### config.mk
export PLATFORM = sky130hd
export DESIGN_NAME = bus_regfile_flat
export DESIGN_NICKNAME = d
export VERILOG_FILES = /design/src/rtl/bus_pkg.sv /design/src/rtl/bus_regfile_if.sv /design/src/rtl/bus_src_mux.sv /design/src/rtl/bus_regfile.sv /design/src/flat_wrapper.sv
export SDC_FILE = /design/constraint.sdc
export NUM_CORES = 1
export LEC_CHECK = 0
export ABC_AREA = 1
export CAP_MARGIN = 20
export CORE_MARGIN = 4
export CORE_UTILIZATION = 59
export DETAILED_ROUTE_END_ITERATION = 12
export PLACE_DENSITY = 0.81
export SLEW_MARGIN = 20
export SYNTH_ARGS = -nofsm -noshare
export SYNTH_HDL_FRONTEND = slang
export SYNTH_HIERARCHICAL = 1
export SYNTH_SLANG_ARGS = --single-unit
### constraint.sdc
create_clock -name clk -period 1.75 [get_ports clk]
set_input_delay 0.2625 -clock clk [delete_from_list [all_inputs] [get_ports clk]]
set_output_delay 0.2625 -clock clk [all_outputs]
set_load 0.005 [all_outputs]
### src/rtl/bus_pkg.sv
// Shared defaults and select-code helpers for the bus register file.
package bus_pkg;
   localparam int BUS_WIDTH = 16;
   localparam int BUS_NREGS = 8;

   // The immediate sits one code above the last register.
   function automatic int imm_code(input int nregs);
      return nregs;
   endfunction
endpackage

### src/rtl/bus_regfile_if.sv
// Write/read/error signal bundle between the controller and bus_regfile.
interface bus_regfile_if
   import bus_pkg::*;
#(
   parameter int WIDTH = BUS_WIDTH,
   parameter int NREGS = BUS_NREGS
);
   localparam int SELW  = $clog2(NREGS + 1);
   localparam int WSELW = $clog2(NREGS);

   logic             wr_en;
   logic [WSELW-1:0] wr_sel;
   logic [WIDTH-1:0] wr_data;
   logic             rd_req;
   logic [SELW-1:0]  rd_sel;
   logic [WIDTH-1:0] im_d;
   logic             err_clr;
   logic [WIDTH-1:0] bus_out;
   logic             bus_valid;
   logic             sel_err;

   modport master (
      output wr_en, wr_sel, wr_data, rd_req, rd_sel, im_d, err_clr,
      input  bus_out, bus_valid, sel_err
   );

   modport slave (
      input  wr_en, wr_sel, wr_data, rd_req, rd_sel, im_d, err_clr,
      output bus_out, bus_valid, sel_err
   );
endinterface

### src/rtl/bus_src_mux.sv
// Combinational bus source select: register, forwarded write data or immediate.
module bus_src_mux
   import bus_pkg::*;
#(
   parameter int WIDTH = BUS_WIDTH,
   parameter int NREGS = BUS_NREGS,
   localparam int SELW  = $clog2(NREGS + 1),
   localparam int WSELW = $clog2(NREGS)
) (
   input  logic [NREGS-1:0][WIDTH-1:0] regs,
   input  logic [WIDTH-1:0]            im_d,
   input  logic                        fwd_en,
   input  logic [WSELW-1:0]            wr_sel,
   input  logic [WIDTH-1:0]            wr_data,
   input  logic [SELW-1:0]             rd_sel,
   output logic [WIDTH-1:0]            data,
   output logic                        illegal
);
   localparam logic [SELW-1:0] IMM = SELW'(imm_code(NREGS));

   logic [WSELW-1:0] rd_idx;

   assign rd_idx = rd_sel[WSELW-1:0];

   always_comb begin
      data    = '0;
      illegal = 1'b0;
      if (rd_sel < IMM) begin
         // A same-cycle write to the selected register must win over the stale copy.
         if (fwd_en && (rd_idx == wr_sel)) data = wr_data;
         else                              data = regs[rd_idx];
      end else if (rd_sel == IMM) begin
         data = im_d;
      end else begin
         illegal = 1'b1;
      end
   end
endmodule

### src/rtl/bus_regfile.sv
// General register file with a registered source-select bus and sticky select error.
module bus_regfile
   import bus_pkg::*;
#(
   parameter int WIDTH = BUS_WIDTH,
   parameter int NREGS = BUS_NREGS,
   localparam int WSELW = $clog2(NREGS)
) (
   input  logic          clk,
   input  logic          rst_n,
   bus_regfile_if.slave  bus
);
   localparam logic [WSELW:0] NREGS_W = (WSELW + 1)'(NREGS);

   logic [NREGS-1:0][WIDTH-1:0] regs;
   logic [WIDTH-1:0]            bus_q;
   logic                        valid_q;
   logic                        err_q;
   logic [WIDTH-1:0]            mux_data;
   logic                        rd_illegal;
   logic                        wr_legal;
   logic                        new_err;

   assign wr_legal = ({1'b0, bus.wr_sel} < NREGS_W);
   assign new_err  = (bus.wr_en && !wr_legal) || (bus.rd_req && rd_illegal);

   bus_src_mux #(
      .WIDTH (WIDTH),
      .NREGS (NREGS)
   ) u_mux (
      .regs    (regs),
      .im_d    (bus.im_d),
      .fwd_en  (bus.wr_en && wr_legal),
      .wr_sel  (bus.wr_sel),
      .wr_data (bus.wr_data),
      .rd_sel  (bus.rd_sel),
      .data    (mux_data),
      .illegal (rd_illegal)
   );

   always_ff @(posedge clk) begin
      if (!rst_n) begin
         regs    <= '0;
         bus_q   <= '0;
         valid_q <= 1'b0;
         err_q   <= 1'b0;
      end else begin
         if (bus.wr_en && wr_legal) regs[bus.wr_sel] <= bus.wr_data;
         if (bus.rd_req) bus_q <= mux_data;
         valid_q <= bus.rd_req;
         // A fresh error outranks a simultaneous clear.
         if (new_err)          err_q <= 1'b1;
         else if (bus.err_clr) err_q <= 1'b0;
      end
   end

   assign bus.bus_out   = bus_q;
   assign bus.bus_valid = valid_q;
   assign bus.sel_err   = err_q;
endmodule

### src/flat_wrapper.sv
// flat-port wrapper written by rule: the top's interface ports become plain ports
module bus_regfile_flat import bus_pkg::*;
#(
   parameter int WIDTH = BUS_WIDTH,
   parameter int NREGS = BUS_NREGS,
   localparam int WSELW = $clog2(NREGS)
)
  (clk, rst_n, bus_wr_en, bus_wr_sel, bus_wr_data, bus_rd_req, bus_rd_sel, bus_im_d, bus_err_clr, bus_bus_out, bus_bus_valid, bus_sel_err);
  bus_regfile_if #(.WIDTH(WIDTH), .NREGS(NREGS)) bus_i ();
  input  logic clk;
  input  logic rst_n;
  input wire logic [$bits(bus_i.wr_en)-1:0] bus_wr_en;
  input wire logic [$bits(bus_i.wr_sel)-1:0] bus_wr_sel;
  input wire logic [$bits(bus_i.wr_data)-1:0] bus_wr_data;
  input wire logic [$bits(bus_i.rd_req)-1:0] bus_rd_req;
  input wire logic [$bits(bus_i.rd_sel)-1:0] bus_rd_sel;
  input wire logic [$bits(bus_i.im_d)-1:0] bus_im_d;
  input wire logic [$bits(bus_i.err_clr)-1:0] bus_err_clr;
  output wire logic [$bits(bus_i.bus_out)-1:0] bus_bus_out;
  output wire logic [$bits(bus_i.bus_valid)-1:0] bus_bus_valid;
  output wire logic [$bits(bus_i.sel_err)-1:0] bus_sel_err;
  assign bus_i.wr_en = bus_wr_en;
  assign bus_i.wr_sel = bus_wr_sel;
  assign bus_i.wr_data = bus_wr_data;
  assign bus_i.rd_req = bus_rd_req;
  assign bus_i.rd_sel = bus_rd_sel;
  assign bus_i.im_d = bus_im_d;
  assign bus_i.err_clr = bus_err_clr;
  assign bus_bus_out = bus_i.bus_out;
  assign bus_bus_valid = bus_i.bus_valid;
  assign bus_sel_err = bus_i.sel_err;
  bus_regfile #(.WIDTH(WIDTH), .NREGS(NREGS)) u_core (.clk(clk), .rst_n(rst_n), .bus(bus_i));
endmodule
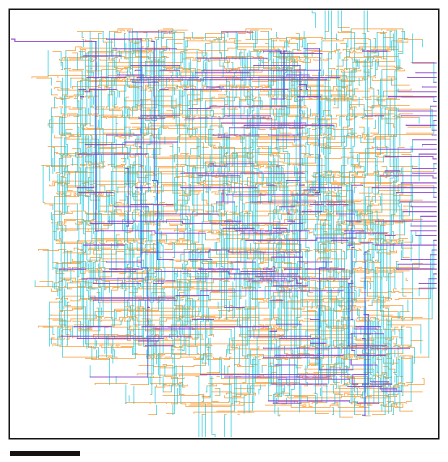
metal_stack.png
Scale bar: 20 um.
- cyan: met2 (wire length 10,200 um)
- purple: met3 (wire length 2,440 um)
- orange: met1 (wire length 9,220 um)
- blue: met4 (wire length 500 um)
Vias: 7,947
gr usage total: 31.0%
Routed WL per cell: 15.6 um
WL final: 22.4 mm

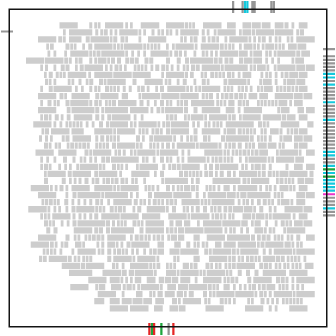
pins.png
Pins as bars across the die edge, other pins in gray.
- red: bus_wr_sel (pins 3; direction input; edge bottom)
- magenta: bus_err_clr (pins 1; direction input; edge right)
- green: bus_rd_sel (pins 4; direction input; edge 2 right, 2 bottom)
- cyan: bus_wr_data (pins 16; direction input; edge 14 right, 2 top)
- all pins by edge: 47 right, 8 top, 6 bottom, 1 left

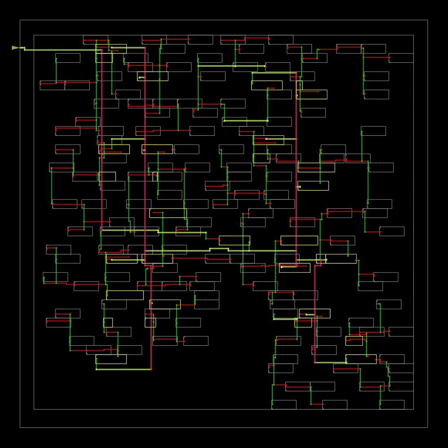
final_clocks.png
CTS Sinks: 146
Clk power: 3.96 mW
Inserted Clock Buffers: 17

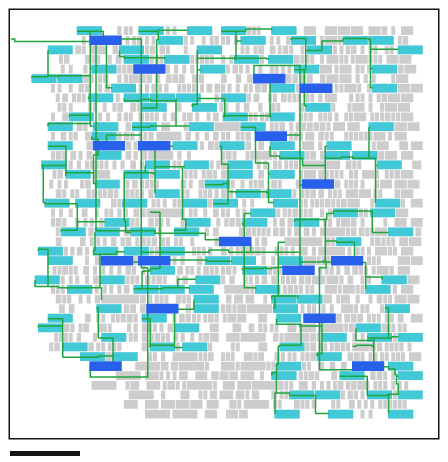
clock_map.png
Scale bar: 20 um.
- blue: cells driving clock nets (count 17)
- cyan: flip-flops (count 146)
- green: clock wires (length 1,730 um)
- flops lie: all over the die
clock share of power: 45.3%
clk latency late pin: 0.43 ns

-- power groups by stage --
stage	logic [mW]	clock network [mW]	registers, mW
2_1_floorplan	0.759	0	3.58
3_3_place_gp	1.20	0	3.59
3_5_place_dp	1.22	0	3.59
4_1_cts	1.24	3.98	3.52
5_1_grt	1.38	4.12	3.53
6_report	1.26	3.96	3.52
-- final timing paths --
check                     start                      to  slack [ns]  cells after the start
max               bus_rd_sel[1]  u_core/bus.bus_out[10]        0.11                     11
min                       rst_n        u_core/regs[123]        0.30                      3
min reg2reg  u_core/bus.sel_err      u_core/bus.sel_err        0.47                      2
max reg2reg     u_core/regs[53]   u_core/bus.bus_out[5]        0.59                      8
-- registers in the layout, indices dropped and copies added, names as in the netlist --
name	flops
u_core/bus.bus_valid	1
u_core/bus.sel_err	1
u_core/bus.bus_out	16
u_core/regs	128
==> run_results.csv <==
group,metric,value,unit
layout,seq_cells,146,
route,ant_nets,0,
setup_path,critical-path-slowest-cell,"clkdlybuf4s50_1",
outcome,status,"completed",
synth,ys_seq_share,38.5,%
synth,ys.flops,146,
min_path,min_path_type,"in -> reg",
floorplan,fp_util,60.2,%
placement,pre_cts_ws,-0.273,ns
floorplan,num_rows,41,
synth,ys_top_cells_by_area,"dfxtp_1 38%, nand2_1 17%, nand3_1 14%",
synth,yosys_cells,1203,
synth,ys.flop_type,"dfxtp_1",
global_routing,grt_antenna_before_repair,0,
synth,synth_nets,1247,
placement,place_hpwl,14.3,mm
layout,fillCellCount,1033,
synth,ys_sh_aoi,1.05,%
synth,yosysWarningCount,6,
floorplan,core-area,12600,um2
setup_path,cp_num_buf_inv,4,
cts,cts_max_level,4,
synth,ys_sh_xor,0,%
synth,topCombFamilyByArea,"simple AND/OR/NAND/NOR gates",
layout,layout_top_cells,"349 x nand2_1, 290 x nor2_1, 219 x nand3_1",
route,met1_length,9.22,mm
final_timing,hold_slack,0.296,ns
final_timing,finalClockSkew,0.00452,ns
layout,final-comb-area,4010,um2
final_timing,hold_violations,0,
setup_path,required,2.07,ns
layout,fin_nets,1298,
flow_run,drv_cap,0,
global_routing,gr-usage-met3,6.48,%
layout,comb_cells,916,
final_timing,setup_slack,0.109,ns
placement,dp_cells,1407,
synth,synth_top_cell_by_area,"dfxtp_1",
No activity file was given, so power comes from the tool's default toggle rates.
